$ cat config.mk
export PLATFORM = sky130hd
export DESIGN_NAME = midi_msg_encoder
export DESIGN_NICKNAME = d
export VERILOG_FILES = /design/src/rtl/midi_pkg.sv /design/src/rtl/midi_event_fifo.sv /design/src/rtl/midi_msg_encoder.sv
export SDC_FILE = /design/constraint.sdc
export NUM_CORES = 1
export LEC_CHECK = 0
export ABC_AREA = 1
export CAP_MARGIN = 20
export CORE_UTILIZATION = 39
export DETAILED_ROUTE_END_ITERATION = 16
export HOLD_SLACK_MARGIN = 0.03
export PLACE_DENSITY = 0.54
export SYNTH_ARGS = -nofsm -noshare
export SYNTH_HDL_FRONTEND = slang
export SYNTH_SLANG_ARGS = --single-unit
$ cat constraint.sdc
create_clock -name clk -period 2.8 [get_ports clk]
set_clock_uncertainty 0.05 [all_clocks]
set_input_delay 0.84 -clock clk [delete_from_list [all_inputs] [get_ports clk]]
set_output_delay 0.84 -clock clk [all_outputs]
set_load 0.01 [all_outputs]
$ cat src/rtl/midi_pkg.sv
// Shared types and constants for the MIDI message encoder.
package midi_pkg;

  // Event kinds as presented on the ev_type port.
  typedef enum logic [1:0] {
    EV_NOTE_OFF = 2'd0,
    EV_NOTE_ON  = 2'd1,
    EV_PROG     = 2'd2,
    EV_CTRL     = 2'd3
  } ev_type_t;

  // MIDI status nibbles (upper half of the status byte).
  localparam logic [3:0] MIDI_NOTE_OFF = 4'h8;
  localparam logic [3:0] MIDI_NOTE_ON  = 4'h9;
  localparam logic [3:0] MIDI_CTRL     = 4'hB;
  localparam logic [3:0] MIDI_PROG     = 4'hC;

  // Serialiser states.
  typedef enum logic [1:0] {
    ST_IDLE = 2'd0,
    ST_LOAD = 2'd1,
    ST_SEND = 2'd2,
    ST_ACK  = 2'd3
  } enc_state_t;

  // One queued event: 2 + 4 + 7 + 7 = 20 bits.
  typedef struct packed {
    ev_type_t    typ;
    logic [3:0]  chan;
    logic [6:0]  d1;
    logic [6:0]  d2;
  } midi_event_t;

  localparam int EVENT_W = $bits(midi_event_t);

  // Status nibble for an event type; note-off may be folded into note-on.
  function automatic logic [3:0] status_nibble(input ev_type_t t, input logic noteoff_zero);
    logic [3:0] nib;
    case (t)
      EV_NOTE_OFF: nib = noteoff_zero ? MIDI_NOTE_ON : MIDI_NOTE_OFF;
      EV_NOTE_ON:  nib = MIDI_NOTE_ON;
      EV_PROG:     nib = MIDI_PROG;
      default:     nib = MIDI_CTRL;
    endcase
    return nib;
  endfunction

endpackage

$ cat src/rtl/midi_event_fifo.sv
// Small synchronous FIFO holding pending MIDI events.
// Push is ignored when full, pop is ignored when empty; no bypass path.
module midi_event_fifo #(
  parameter int DEPTH = 4,
  parameter int WIDTH = 20
) (
  input  logic             clk,
  input  logic             rst_n,
  input  logic             push,
  input  logic [WIDTH-1:0] wdata,
  input  logic             pop,
  output logic [WIDTH-1:0] rdata,
  output logic             full,
  output logic             empty
);

  localparam int AW = $clog2(DEPTH);
  localparam logic [AW:0] FULL_CNT = (AW+1)'(DEPTH);

  logic [WIDTH-1:0] mem [DEPTH];
  logic [AW-1:0]    wr_ptr;
  logic [AW-1:0]    rd_ptr;
  logic [AW:0]      count;
  logic             do_push;
  logic             do_pop;

  assign full    = (count == FULL_CNT);
  assign empty   = (count == '0);
  assign do_push = push && !full;
  assign do_pop  = pop && !empty;
  assign rdata   = mem[rd_ptr];

  // Storage array; contents need no reset because count gates visibility.
  always_ff @(posedge clk) begin
    if (do_push) begin
      mem[wr_ptr] <= wdata;
    end
  end

  // Pointers wrap naturally because DEPTH is a power of two.
  always_ff @(posedge clk or negedge rst_n) begin
    if (!rst_n) begin
      wr_ptr <= '0;
      rd_ptr <= '0;
      count  <= '0;
    end else begin
      if (do_push) wr_ptr <= wr_ptr + 1'b1;
      if (do_pop)  rd_ptr <= rd_ptr + 1'b1;
      case ({do_push, do_pop})
        2'b10:   count <= count + 1'b1;
        2'b01:   count <= count - 1'b1;
        default: count <= count;
      endcase
    end
  end

endmodule

$ cat src/rtl/midi_msg_encoder.sv
// MIDI message encoder: queues note/program/control events and serialises
// each as a 2- or 3-byte MIDI message onto a UART byte handshake.
//
// Handshakes:
//   event port : an event is taken on a rising edge where ev_valid && ev_ready;
//                ev_ready depends only on FIFO occupancy, never on ev_valid.
//   byte port  : a byte is issued only while tx_ready is high; tx_start pulses
//                for one cycle and tx_data holds until the next pulse. The byte
//                is considered taken once tx_ready is seen low afterwards.
module midi_msg_encoder
  import midi_pkg::*;
#(
  parameter int         DEPTH           = 4,
  parameter logic [6:0] NOTE_BASE       = 7'h32,
  parameter bit         RUNNING_STATUS  = 1'b1,
  parameter bit         NOTEOFF_AS_ZERO = 1'b0
) (
  input  logic       clk,
  input  logic       rst_n,
  input  logic       ev_valid,
  output logic       ev_ready,
  input  logic [1:0] ev_type,
  input  logic [3:0] ev_chan,
  input  logic [6:0] ev_d1,
  input  logic [6:0] ev_d2,
  input  logic [7:0] volume,
  input  logic       rs_clear,
  input  logic       tx_ready,
  output logic       tx_start,
  output logic [7:0] tx_data,
  output logic       busy,
  output logic [1:0] fsm_state
);

  enc_state_t  state;
  enc_state_t  next_state;

  midi_event_t wr_ev;
  midi_event_t head;
  logic [EVENT_W-1:0] head_raw;
  logic        fifo_full;
  logic        fifo_empty;
  logic        push;
  logic        pop;

  logic [7:0]  head_status;
  logic [7:0]  head_b1;
  logic [7:0]  head_b2;
  logic [1:0]  head_last;
  logic        head_is_note;
  logic        skip_status;

  logic [7:0]  msg_status;
  logic [7:0]  msg_b1;
  logic [7:0]  msg_b2;
  logic [1:0]  msg_last;
  logic [1:0]  idx;
  logic [7:0]  cur_byte;

  logic        issue;
  logic        rs_valid;
  logic [7:0]  last_status;

  // Bit 0 of volume is below MIDI velocity resolution.
  logic        unused_ok;
  assign unused_ok = volume[0];

  // Event capture: note events take velocity from the volume port.
  always_comb begin
    wr_ev      = '0;
    wr_ev.typ  = ev_type_t'(ev_type);
    wr_ev.chan = ev_chan;
    wr_ev.d1   = ev_d1;
    wr_ev.d2   = ev_type[1] ? ev_d2 : volume[7:1];
  end

  assign ev_ready = !fifo_full;
  assign push     = ev_valid && ev_ready;
  assign pop      = (state == ST_LOAD);

  midi_event_fifo #(
    .DEPTH (DEPTH),
    .WIDTH (EVENT_W)
  ) u_fifo (
    .clk   (clk),
    .rst_n (rst_n),
    .push  (push),
    .wdata (wr_ev),
    .pop   (pop),
    .rdata (head_raw),
    .full  (fifo_full),
    .empty (fifo_empty)
  );

  assign head = midi_event_t'(head_raw);

  // Byte formation for the event at the FIFO head.
  always_comb begin
    head_is_note = (head.typ == EV_NOTE_OFF) || (head.typ == EV_NOTE_ON);
    head_status  = {status_nibble(head.typ, NOTEOFF_AS_ZERO), head.chan};
    head_b1      = {1'b0, head_is_note ? (head.d1 + NOTE_BASE) : head.d1};
    head_b2      = {1'b0, head.d2};
    if (NOTEOFF_AS_ZERO && (head.typ == EV_NOTE_OFF)) begin
      head_b2 = 8'h00;
    end
    head_last    = (head.typ == EV_PROG) ? 2'd1 : 2'd2;
    skip_status  = RUNNING_STATUS && rs_valid && (head_status == last_status) && !rs_clear;
  end

  // Byte selected by the current index.
  always_comb begin
    case (idx)
      2'd0:    cur_byte = msg_status;
      2'd1:    cur_byte = msg_b1;
      default: cur_byte = msg_b2;
    endcase
  end

  // Serialiser state register.
  always_ff @(posedge clk or negedge rst_n) begin
    if (!rst_n) state <= ST_IDLE;
    else        state <= next_state;
  end

  // Serialiser next-state and byte-issue decode.
  always_comb begin
    next_state = state;
    issue      = 1'b0;
    case (state)
      ST_IDLE: if (!fifo_empty) next_state = ST_LOAD;
      ST_LOAD: next_state = ST_SEND;
      ST_SEND: begin
        if (tx_ready) begin
          issue      = 1'b1;
          next_state = ST_ACK;
        end
      end
      ST_ACK: begin
        if (!tx_ready) begin
          next_state = (idx == msg_last) ? ST_IDLE : ST_SEND;
        end
      end
      default: next_state = ST_IDLE;
    endcase
  end

  // Message registers and byte index.
  always_ff @(posedge clk or negedge rst_n) begin
    if (!rst_n) begin
      msg_status <= 8'h00;
      msg_b1     <= 8'h00;
      msg_b2     <= 8'h00;
      msg_last   <= 2'd0;
      idx        <= 2'd0;
    end else if (state == ST_LOAD) begin
      msg_status <= head_status;
      msg_b1     <= head_b1;
      msg_b2     <= head_b2;
      msg_last   <= head_last;
      idx        <= skip_status ? 2'd1 : 2'd0;
    end else if ((state == ST_ACK) && !tx_ready && (idx != msg_last)) begin
      idx <= idx + 2'd1;
    end
  end

  // Registered byte-port outputs; tx_data holds between pulses.
  always_ff @(posedge clk or negedge rst_n) begin
    if (!rst_n) begin
      tx_start <= 1'b0;
      tx_data  <= 8'h00;
    end else begin
      tx_start <= issue;
      if (issue) tx_data <= cur_byte;
    end
  end

  // Running-status memory; an issued status byte beats a same-cycle clear.
  always_ff @(posedge clk or negedge rst_n) begin
    if (!rst_n) begin
      rs_valid    <= 1'b0;
      last_status <= 8'h00;
    end else if (issue && (idx == 2'd0)) begin
      rs_valid    <= 1'b1;
      last_status <= msg_status;
    end else if (rs_clear) begin
      rs_valid <= 1'b0;
    end
  end

  assign busy      = !fifo_empty || (state != ST_IDLE);
  assign fsm_state = state;

endmodule

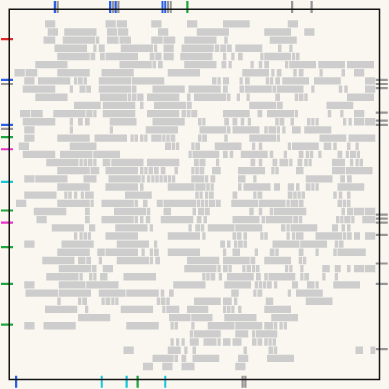
(images/pins.png)
Drawn at 3 px/um. Pins as bars across the die edge, other pins in grey.
| port | colour | pins | direction | edge |
|---|---|---|---|---|
| ev_d1 | green | 7 | input | 5 west, 1 north, 1 south |
| ev_type | magenta | 2 | input | west |
| clk | red | 1 | input | west |
| ev_chan | cyan | 4 | input | 3 south, 1 west |
| volume | blue | 8 | input | 5 north, 2 west, 1 south |
all pins by edge: 13 east, 13 west, 13 north, 7 south
IO Port Bufs: 44
Die Y-Extent: 123 um
Die X: 123 um

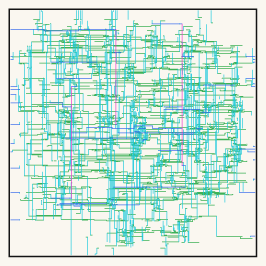
(images/metal_stack.png)
Drawn at 2 px/um.
| layer | colour | wire length |
|---|---|---|
| met3 | blue | 524 um |
| met4 | magenta | 174 um |
| met1 | green | 5,670 um |
| met2 | cyan | 5,420 um |
Wirelength per Cell: 14.8 um
total wire length: 11.8 mm

==> results.py <==
# Auto-generated metrics
metrics = {
    "status": {
        "status": "finished, final reports clean",
    },
    "drt": {
        "drtIter0Drc": 223,
        "routed-via-count": 3848,
        "route.met2.wl_mm": 5.42,
    },
    "setup_path": {
        "cp.arrival_ns": 1.54,
        "worstSetupPathType": "flop to primary output",
        "crit_required_ns": 1.91,
        "r2r_cells": 11,
        "start_kind": "flop",
    },
    "cells_and_area": {
        "final.fill_count": 1284,
        "logic_gate_count": 338,
        "largest_register_ffs": 80,
        "clockBufferCount": 20,
        "inv_count": 58,
        "finalNonFillerCells": 797,
    },
    "power_and_ir_drop": {
        "p_comb_mw": 2.60,
        "swShare": 0.353,
        "p_int_mw": 4.96,
    },
    "min_path": {
        "hold_depth": 2,
    },
    "cts": {
        "clock-root-buffer": "clkbuf_16",
        "cts.path.max_buffers": 2,
        "clock_latency_ns": 0.41,
        "cts_tree": "yes",
    },
    "logic_synthesis": {
        "yosys_cells": 546,
        "yosysWarnings": 0,
        "yosys_area_um2": 5700,
        "synth.distinct_cells": 34,
    },
    "grt": {
        "busiest_layer": "met2",
        "grt_max_degree": 53,
    },
    "placement": {
        "place_hpwl_mm": 7.56,
    },
    "job": {
        "maxCapViolations": 0,
    },
    "sta": {
        "max_freq_mhz": 411,
        "fin_hold_ws_ns": 0.426,
    },
    "floorplan": {
        "core.rowCount": 43,
        "io_pins": 46,
    },
}
synthesized netlist by cell type (2+ instances only):
cell | number | share of area
a21oi_1 | 4 | 0.0035
buf_2 | 5 | 0.0044
buf_4 | 4 | 0.0053
buf_6 | 3 | 0.0059
clkbuf_1 | 6 | 0.0039
dfrtp_1 | 52 | 0.23
edfxtp_1 | 80 | 0.42
ha_1 | 8 | 0.018
inv_1 | 53 | 0.035
inv_2 | 5 | 0.0033
mux2_2 | 7 | 0.014
nand2_1 | 138 | 0.091
nand2_2 | 5 | 0.0055
nand3_1 | 28 | 0.025
nand3_2 | 2 | 0.0035
nand3b_1 | 2 | 0.0026
nand4_1 | 4 | 0.0044
nor2_1 | 51 | 0.034
o211ai_1 | 2 | 0.0026
o21ai_0 | 56 | 0.049
o21ai_1 | 3 | 0.0026
o22ai_1 | 12 | 0.013
or2_2 | 2 | 0.0022
xor2_1 | 4 | 0.0061
cell families (layout without fill, tap and decap cells):
| family | count (synthesis) | count (layout) | synth area share |
|---|---|---|---|
| buf+inv | 76 | 147 | 0.0577 |
| simple gates | 232 | 232 | 0.167 |
| mux | 7 | 7 | 0.0138 |
| flops | 132 | 132 | 0.649 |
| fa+ha+maj | 9 | 9 | 0.0211 |
| xor+xnor | 5 | 5 | 0.00768 |
| compound gates | 85 | 85 | 0.0832 |
worst paths after layout:
kind                            slack [ns]                       end
worst max-delay path                  0.37                      busy
worst min-delay path                  0.43    tx_data[6]$_DFFE_PN0P_
worst max register to register        0.75     msg_b1[6]$_DFFE_PN0N_
worst min register to register        0.43    tx_data[6]$_DFFE_PN0P_
max in group asynchronous             1.71  fsm_state[0]$_DFFE_PN0P_
min in group asynchronous             0.51        idx[0]$_DFFE_PN0P_
